**config.mk**
```make
export PLATFORM = sky130hd
export DESIGN_NAME = fp_add_issuer_flat
export DESIGN_NICKNAME = d
export VERILOG_FILES = /design/src/rtl/fp_add_issuer_if.sv /design/src/rtl/fp_add_issuer.sv /design/src/flat_wrapper.sv
export SDC_FILE = /design/constraint.sdc
export NUM_CORES = 1
export LEC_CHECK = 0
export ABC_AREA = 1
export CAP_MARGIN = 10
export CORE_UTILIZATION = 42
export DETAILED_ROUTE_END_ITERATION = 8
export PLACE_DENSITY_LB_ADDON = 0.08
export SYNTH_ARGS = -nofsm -noshare
export SYNTH_HDL_FRONTEND = slang
export SYNTH_SLANG_ARGS = --single-unit
```
**constraint.sdc**
```tcl
create_clock -name clk -period 1.7 [get_ports clk]
set_input_delay 0.17 -clock clk [delete_from_list [all_inputs] [get_ports clk]]
set_output_delay 0.17 -clock clk [all_outputs]
set_load 0.02 [all_outputs]
```
**src/rtl/fp_add_issuer_if.sv**
```systemverilog
// Bundle of host-side valid/ready channels and adder-side start/done port for fp_add_issuer.
// master is the issuer's view; slave is the host/adder environment's view.
interface fp_add_issuer_if;
  logic        in_valid;
  logic        in_ready;
  logic [31:0] in_a;
  logic [31:0] in_b;
  logic        in_op;
  logic        parin_s_A;
  logic [7:0]  parin_exp_A;
  logic [23:0] parin_mant_A;
  logic        parin_s_B;
  logic [7:0]  parin_exp_B;
  logic [23:0] parin_mant_B;
  logic        operator;
  logic        start;
  logic        done;
  logic        s_outR;
  logic [7:0]  exp_outR;
  logic [23:0] mant_outR;
  logic        out_valid;
  logic        out_ready;
  logic [31:0] out_result;
  logic        out_timeout;

  modport master (
    input  in_valid, in_a, in_b, in_op, done, s_outR, exp_outR, mant_outR, out_ready,
    output in_ready, parin_s_A, parin_exp_A, parin_mant_A, parin_s_B, parin_exp_B,
           parin_mant_B, operator, start, out_valid, out_result, out_timeout
  );

  modport slave (
    output in_valid, in_a, in_b, in_op, done, s_outR, exp_outR, mant_outR, out_ready,
    input  in_ready, parin_s_A, parin_exp_A, parin_mant_A, parin_s_B, parin_exp_B,
           parin_mant_B, operator, start, out_valid, out_result, out_timeout
  );
endinterface

```
**src/rtl/fp_add_issuer.sv**
```systemverilog
// Host-side initiator for the FP adder: unpacks IEEE-754 singles, runs start/done with a
// watchdog, and returns the packed result (or a quiet NaN on timeout) over valid/ready.
module fp_add_issuer #(
  parameter int unsigned TIMEOUT_CYCLES = 255,
  parameter int unsigned CNT_W          = 8
) (
  input logic               clk,
  input logic               rst,
  fp_add_issuer_if.master   bus
);

  typedef enum logic [1:0] {StIdle, StIssue, StWait, StHold} state_e;

  localparam logic [CNT_W-1:0] TermCnt = CNT_W'(TIMEOUT_CYCLES - 1);
  localparam logic [31:0]      QNaN    = 32'h7FC00000;

  state_e           r_state;
  logic [CNT_W-1:0] r_cnt;
  logic             r_in_ready;
  logic             r_start;
  logic             r_out_valid;
  logic [31:0]      r_out_result;
  logic             r_out_timeout;
  logic             r_s_a;
  logic [7:0]       r_exp_a;
  logic [23:0]      r_mant_a;
  logic             r_s_b;
  logic [7:0]       r_exp_b;
  logic [23:0]      r_mant_b;
  logic             r_op;

  logic [23:0] w_mant_a;
  logic [23:0] w_mant_b;
  logic [31:0] w_packed;
  logic        w_unused_hidden;

  // Hidden bit is implied only for normal numbers; zero and denormals carry 0.
  assign w_mant_a = {(bus.in_a[30:23] != 8'h00), bus.in_a[22:0]};
  assign w_mant_b = {(bus.in_b[30:23] != 8'h00), bus.in_b[22:0]};

  assign w_packed = (bus.mant_outR == 24'h000000) ? {bus.s_outR, 31'b0}
                                                  : {bus.s_outR, bus.exp_outR,
                                                     bus.mant_outR[22:0]};
  assign w_unused_hidden = bus.mant_outR[23];

  always_ff @(posedge clk or negedge rst) begin
    if (!rst) begin
      r_state       <= StIdle;
      r_cnt         <= '0;
      r_in_ready    <= 1'b1;
      r_start       <= 1'b0;
      r_out_valid   <= 1'b0;
      r_out_result  <= '0;
      r_out_timeout <= 1'b0;
      r_s_a         <= 1'b0;
      r_exp_a       <= '0;
      r_mant_a      <= '0;
      r_s_b         <= 1'b0;
      r_exp_b       <= '0;
      r_mant_b      <= '0;
      r_op          <= 1'b0;
    end else begin
      unique case (r_state)
        StIdle: begin
          if (bus.in_valid) begin
            r_s_a      <= bus.in_a[31];
            r_exp_a    <= bus.in_a[30:23];
            r_mant_a   <= w_mant_a;
            r_s_b      <= bus.in_b[31];
            r_exp_b    <= bus.in_b[30:23];
            r_mant_b   <= w_mant_b;
            r_op       <= bus.in_op;
            r_in_ready <= 1'b0;
            r_start    <= 1'b1;
            r_state    <= StIssue;
          end
        end
        StIssue: begin
          r_start <= 1'b0;
          r_cnt   <= '0;
          r_state <= StWait;
        end
        StWait: begin
          // done has priority over the terminal count
          if (bus.done) begin
            r_out_result  <= w_packed;
            r_out_timeout <= 1'b0;
            r_out_valid   <= 1'b1;
            r_state       <= StHold;
          end else if (r_cnt == TermCnt) begin
            r_out_result  <= QNaN;
            r_out_timeout <= 1'b1;
            r_out_valid   <= 1'b1;
            r_state       <= StHold;
          end else begin
            r_cnt <= r_cnt + 1'b1;
          end
        end
        StHold: begin
          if (bus.out_ready) begin
            r_out_valid <= 1'b0;
            r_in_ready  <= 1'b1;
            r_state     <= StIdle;
          end
        end
        default: r_state <= StIdle;
      endcase
    end
  end

  assign bus.in_ready     = r_in_ready;
  assign bus.start        = r_start;
  assign bus.out_valid    = r_out_valid;
  assign bus.out_result   = r_out_result;
  assign bus.out_timeout  = r_out_timeout;
  assign bus.parin_s_A    = r_s_a;
  assign bus.parin_exp_A  = r_exp_a;
  assign bus.parin_mant_A = r_mant_a;
  assign bus.parin_s_B    = r_s_b;
  assign bus.parin_exp_B  = r_exp_b;
  assign bus.parin_mant_B = r_mant_b;
  assign bus.operator     = r_op;

endmodule

```
**src/flat_wrapper.sv**
```systemverilog
// flat-port wrapper written by rule: the top's interface ports become plain ports
module fp_add_issuer_flat 
#(
  parameter int unsigned TIMEOUT_CYCLES = 255,
  parameter int unsigned CNT_W          = 8
)
  (clk, rst, bus_in_valid, bus_in_a, bus_in_b, bus_in_op, bus_done, bus_s_outR, bus_exp_outR, bus_mant_outR, bus_out_ready, bus_in_ready, bus_parin_s_A, bus_parin_exp_A, bus_parin_mant_A, bus_parin_s_B, bus_parin_exp_B, bus_parin_mant_B, bus_operator, bus_start, bus_out_valid, bus_out_result, bus_out_timeout);
  fp_add_issuer_if bus_i ();
  input logic clk;
  input logic rst;
  input wire logic [$bits(bus_i.in_valid)-1:0] bus_in_valid;
  input wire logic [$bits(bus_i.in_a)-1:0] bus_in_a;
  input wire logic [$bits(bus_i.in_b)-1:0] bus_in_b;
  input wire logic [$bits(bus_i.in_op)-1:0] bus_in_op;
  input wire logic [$bits(bus_i.done)-1:0] bus_done;
  input wire logic [$bits(bus_i.s_outR)-1:0] bus_s_outR;
  input wire logic [$bits(bus_i.exp_outR)-1:0] bus_exp_outR;
  input wire logic [$bits(bus_i.mant_outR)-1:0] bus_mant_outR;
  input wire logic [$bits(bus_i.out_ready)-1:0] bus_out_ready;
  output wire logic [$bits(bus_i.in_ready)-1:0] bus_in_ready;
  output wire logic [$bits(bus_i.parin_s_A)-1:0] bus_parin_s_A;
  output wire logic [$bits(bus_i.parin_exp_A)-1:0] bus_parin_exp_A;
  output wire logic [$bits(bus_i.parin_mant_A)-1:0] bus_parin_mant_A;
  output wire logic [$bits(bus_i.parin_s_B)-1:0] bus_parin_s_B;
  output wire logic [$bits(bus_i.parin_exp_B)-1:0] bus_parin_exp_B;
  output wire logic [$bits(bus_i.parin_mant_B)-1:0] bus_parin_mant_B;
  output wire logic [$bits(bus_i.operator)-1:0] bus_operator;
  output wire logic [$bits(bus_i.start)-1:0] bus_start;
  output wire logic [$bits(bus_i.out_valid)-1:0] bus_out_valid;
  output wire logic [$bits(bus_i.out_result)-1:0] bus_out_result;
  output wire logic [$bits(bus_i.out_timeout)-1:0] bus_out_timeout;
  assign bus_i.in_valid = bus_in_valid;
  assign bus_i.in_a = bus_in_a;
  assign bus_i.in_b = bus_in_b;
  assign bus_i.in_op = bus_in_op;
  assign bus_i.done = bus_done;
  assign bus_i.s_outR = bus_s_outR;
  assign bus_i.exp_outR = bus_exp_outR;
  assign bus_i.mant_outR = bus_mant_outR;
  assign bus_i.out_ready = bus_out_ready;
  assign bus_in_ready = bus_i.in_ready;
  assign bus_parin_s_A = bus_i.parin_s_A;
  assign bus_parin_exp_A = bus_i.parin_exp_A;
  assign bus_parin_mant_A = bus_i.parin_mant_A;
  assign bus_parin_s_B = bus_i.parin_s_B;
  assign bus_parin_exp_B = bus_i.parin_exp_B;
  assign bus_parin_mant_B = bus_i.parin_mant_B;
  assign bus_operator = bus_i.operator;
  assign bus_start = bus_i.start;
  assign bus_out_valid = bus_i.out_valid;
  assign bus_out_result = bus_i.out_result;
  assign bus_out_timeout = bus_i.out_timeout;
  fp_add_issuer #(.TIMEOUT_CYCLES(TIMEOUT_CYCLES), .CNT_W(CNT_W)) u_core (.clk(clk), .rst(rst), .bus(bus_i));
endmodule
```
gates.png
Scale: 4 px per um.
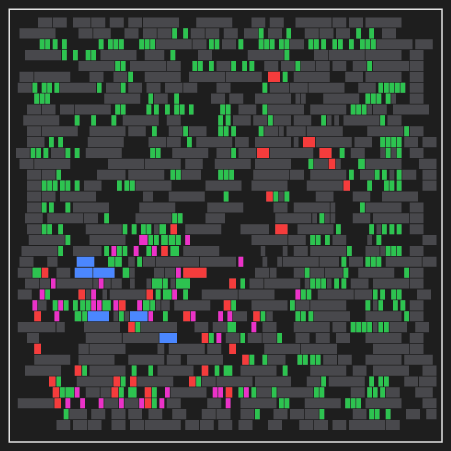
legend:
  aoi and oai cells:
    color: red
    cells: 37
  inv cells:
    color: magenta
    cells: 38
  nand cells:
    color: green
    cells: 298
    where: widely spread
  fa/ha/maj cells:
    color: blue
    cells: 6

m2.png
Scale: 2 px per um.
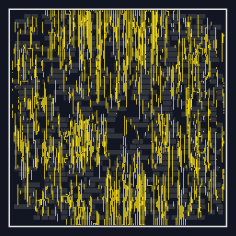
main direction: vertical
longest straight run: 38.2 um
nets with wire on the layer: 730
share of all routed wire: 50%
wire length on this layer: 6590 um
sum of routed wire length over all layers: 13300 um
routed via count: 4388
met2 Resource Use GR: 37.7%

==> notes.org <==
* Flow results

** Critical path
- The critical path in this run is classified as flip-flop to output pin.
- Start point of the critical path :: u_core.bus.parin_exp_B[6]$_DFFE_PN0P_
- Among all stages on the critical path, the maximum delay recorded is 0.63 ns.
- Family with the most delay on the worst path :: buffers and inverters
- The worst setup path is launched from a flip-flop.
- The setup check on the worst reg-to-reg path leaves a slack of 0.14 ns.
- STA lists the endpoint of the worst register-to-register path as u_core.bus.out_result[29]$_DFFE_PN0P_.
- The timing report notes that buffer and inverter cells on the critical path total 1.
- Number of gates on the worst path with buffers counted :: 1
- CP endpoint :: bus_parin_exp_B[6]
- Arrival time reported for the critical path endpoint :: 1.50 ns
- Critical path, cell by cell :: clkdlybuf4s50_1
- At the worst endpoint, the required time is 1.53 ns.
- STA lists the startpoint of the worst register-to-register path as u_core.r_cnt[0]$_DFFE_PN0P_.
- Critical Path Fanout Max :: 2
- The worst setup path is captured at an output pin.
- Critical-path top delay cell :: sky130_fd_sc_hd__clkdlybuf4s50_1
- Depth of the worst register-to-register path :: 9

** Synthesis
- Synth Seq Share :: 60.1%
- Post-synth the commonest register cell is sky130_fd_sc_hd__dfrtp_1.
- Share of the synthesized area in the top cell type :: 59.6%
- Net Count, Synth :: 665
- Counting distinct cell types in the post-synthesis netlist gives 26.
- Multiplexer fraction of the synthesized cell area :: 0%
- Commonest cells in the synthesized netlist :: 280 x sky130_fd_sc_hd__nand2_1, 112 x sky130_fd_sc_hd__dfrtp_1, 38 x sky130_fd_sc_hd__nor2_1
- Share of flip-flops with an asynchronous set or reset :: 100%
- Number of enable-type register cells in the synthesized netlist :: 0
- The cell type that accounts for the most area after synthesis is sky130_fd_sc_hd__dfrtp_1.
- Complex-gate fraction of the synthesized area :: 4.57%
- Before any placement, the netlist area is recorded as 4700 um^2.
- Top cells by area :: sky130_fd_sc_hd__dfrtp_1 60%, sky130_fd_sc_hd__nand2_1 22%, sky130_fd_sc_hd__nor2_1 3.0%, sky130_fd_sc_hd__inv_1 2.8%, sky130_fd_sc_hd__o21ai_0 2.8%
- Yosys simple share :: 28.3%
- The cell count after synthesis came out at 556.
- Yosys chip area :: 4700 um^2
- After synthesis, the largest family of logic cells by area is simple AND/OR/NAND/NOR gates.
- Mean post-synth cell area :: 8.46 um^2
- #FFs+latches synth :: 113
- After Yosys synthesis, XOR and XNOR cells account for 0.186% of the synthesized area.
- The synthesized netlist devotes 1.60% of its cell area to adder and majority cells.
- After synthesis, the design contains 556 cells according to Yosys.
- Synth top cell by count :: sky130_fd_sc_hd__nand2_1
- Yosys warning total :: 0

** Final timing
- In this run the tightest slew margin relative to its limit is 72.1%.
- Timing would allow up to 600 MHz.
- The pin closest to its max-slew limit shows a slew of 0.419 ns.
- Final worst hold slack :: 0.132 ns
- Final-report setup violation count :: 0
- Dividing the final minimum period by the clock period gives 98.0%.
- For the final database, setup skew stands at 0.00748 ns.
- Pins Over Slew Limit :: 0
- Minimum setup slack in the final design :: 0.0332 ns
- Setup TNS :: 0 ns
- Setup repair after global routing could not meet its margin everywhere.
- Final hold violation count :: 0
- Counting I/O delays and the setup requirement, the final critical path takes 1.67 ns.

** Global routing
- First-pass GRT wire length :: 20600 um
- Global routing finished with a remaining overflow of 0.
- Entering global routing, the biggest net connects 44 pins.
- Total Routing Usage GR :: 23.5%
- On met1, the global router reports a usage of 30.5%.
- The initial antenna violation count is 0.
- The number of global-route vias before repair came to 4134.

** Clock tree
- Buffers inserted during clock tree synthesis total 17.
- Clock latency at the later pin of the worst-skew pair :: 0.51 ns
- TritonCTS reports the number of clock sinks as 113.
- Bufs on Longest Clock Path :: 2
- Post-CTS setup repair buffer count :: 0
- Hold buffer count at CTS :: 1
- Resize count post-CTS :: 1
- CTS built an H-tree with a depth of 4.
- Worst-path clk slew :: 0.05 ns
- Cell at the root of the clock tree :: sky130_fd_sc_hd__clkbuf_8
- TritonCTS clock tree :: yes

** Layout
- With fillers left out, the area of the finished cells amounts to 7630 um^2.
- In the final design, more cell area goes to registers than to any other class.
- Fraction of standard cell area that is sequential :: 37.1%
- The sequential cells in the finished layout cover a total of 2830 um^2.
- In the layout the commonest cells are 279 x sky130_fd_sc_hd__nand2_1, 170 x sky130_fd_sc_hd__clkdlybuf4s50_1, 112 x sky130_fd_sc_hd__dfrtp_1.
- Logic inverters :: 38
- In the finished layout, the clock tree contains a buffer count of 23.
- Most common logic cell in the routed design :: sky130_fd_sc_hd__nand2_1
- 385 cells are multi-input combinational gates.
- Flip-flops :: 113
- The final layout report lists a filler cell count of 878.
- Non-clock buffer area fraction after layout :: 29.9%
- The post-route utilization of the core is recorded as 70.1%.
- Per the final report, the share of cell area in clock cells is 7.42%.
- The layout has 218 buffers outside the clock class.
- Multi-input gate share of total cell area :: 21.5%
- Cells with a size suffix above 1 make up 7.66% of the layout.
- Comb gate area :: 1640 um^2
- From synthesis to final layout, the design area changed by 62.3%.
- Once layout is complete, the cells apart from fillers number 923.
- In the final design database the tool counted 882 nets.
- Ant diodes :: 0

** Status
- The run finished with clean final reports.

** Drt
- Number of vias per cell :: 4.75
- In this run, the number of DRC markers left after iteration 0 of detailed routing was 349.
- Nets still carrying antenna violations after routing amount to 0.
- DRC Markers :: 0
- In the log, the iteration count for the first detailed-route pass is 8.

** Flow run
- Per the run summary, max-cap violations total 0.
- In this run the tools logged warnings totalling 31.

** Floorplan
- Tap Count :: 140
- CORE AREA :: 10900 um^2
- Die Y-Extent :: 108 um
- Site Rows :: 38
- In this run the horizontal extent of the chip is 108 um.
- Pre-Place Util :: 43.2%
- Number of top-level pins :: 206
- After floorplanning, the die was sized to cover 11600 um^2.

** Pwr
- In this run, power in combinational logic comes to 0.00634 W.
- Overall power consumption after layout is estimated at 0.0143 W.
- Of all power groups, the one with the highest power is combinational cells.
- Sequential Power Share :: 31.9%
- Sequential Power :: 0.00455 W
- Clk pwr share :: 23.7%
- Net switching power figure :: 0.00529 W
- The leakage power in the latest report is 4.03 nW.
- The power report shows net switching accounting for 37.1% of the total.
- Cell Pwr Density :: 1870 nW/um^2
- Clk power :: 0.00339 W
- Pint :: 0.00898 W
- Across the VDD grid, the largest voltage drop is 0.00102 V.
- Share of total power in combinational logic :: 44.4%

** Worst hold path
- Min-delay worst type :: input port to async pin

** Place
- Cell count after placement :: 893
- After detailed placement, the total cell area comes to 6970 um^2.
- Port-buffer cells :: 205
- Summed over all nets, the half-perimeter wirelength after detailed placement is 9690 um.
- Gp weighted congestion :: 0.817
- OpenSTA, run right after detailed placement, puts the worst setup slack at 0.125 ns.
congestion_map.png
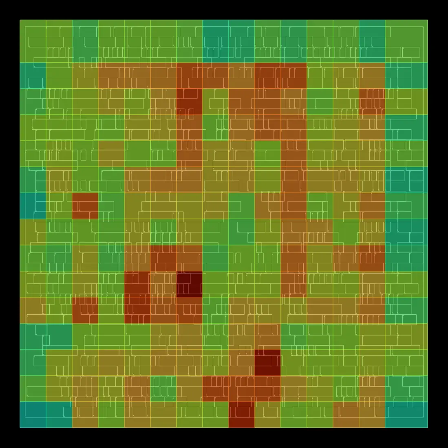
Global Route met3 Usage: 6.23%
GRT Max-Usage Layer: met2
wire length per cell after detailed routing: 14.4 um

closeup.png
Window x 34 to 74, y 55 to 95 um. Cells in gray, sequential cells in the stronger gray; small squares are vias.
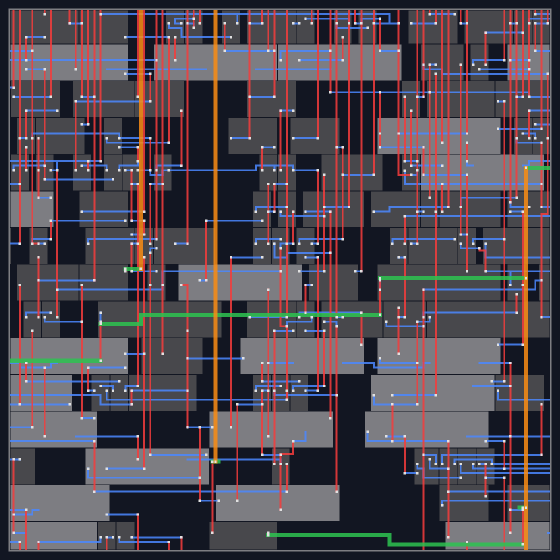
legend:
  M3:
    color: green
  M4:
    color: orange
  M1:
    color: blue
  M2:
    color: red
most frequent: nand2_1 (43), clkdlybuf4s50_1 (19), dfrtp_1 (19)
cells with their middle in the window: 108
netlist names of flops here include: u_core.bus.parin_mant_A (8), u_core.bus.parin_mant_B (5), u_core.bus.out_result (4)
sequential cells in the window: 19

==> registers in the layout, summed over array words and instances (netlist names) <==
name and cells:
u_core.r_cnt 8, u_core.bus.parin_exp_B 8, u_core.bus.parin_exp_A 8, u_core.r_state 2, u_core.bus.in_ready 1, u_core.bus.start 1
u_core.bus.out_result 32, u_core.bus.out_timeout 1, u_core.bus.out_valid 1, u_core.bus.parin_mant_B 24, u_core.bus.parin_mant_A 24, u_core.bus.parin_s_B 1
u_core.bus.operator 1, u_core.bus.parin_s_A 1
==> routing by layer <==
metal | share of wire (%) | wire length, um
met5 | 0 | 0
met4 | 1.6 | 213
met3 | 5.9 | 782
met2 | 50 | 6590
met1 | 43 | 5680
No activity file was given, so power comes from the tool's default toggle rates.
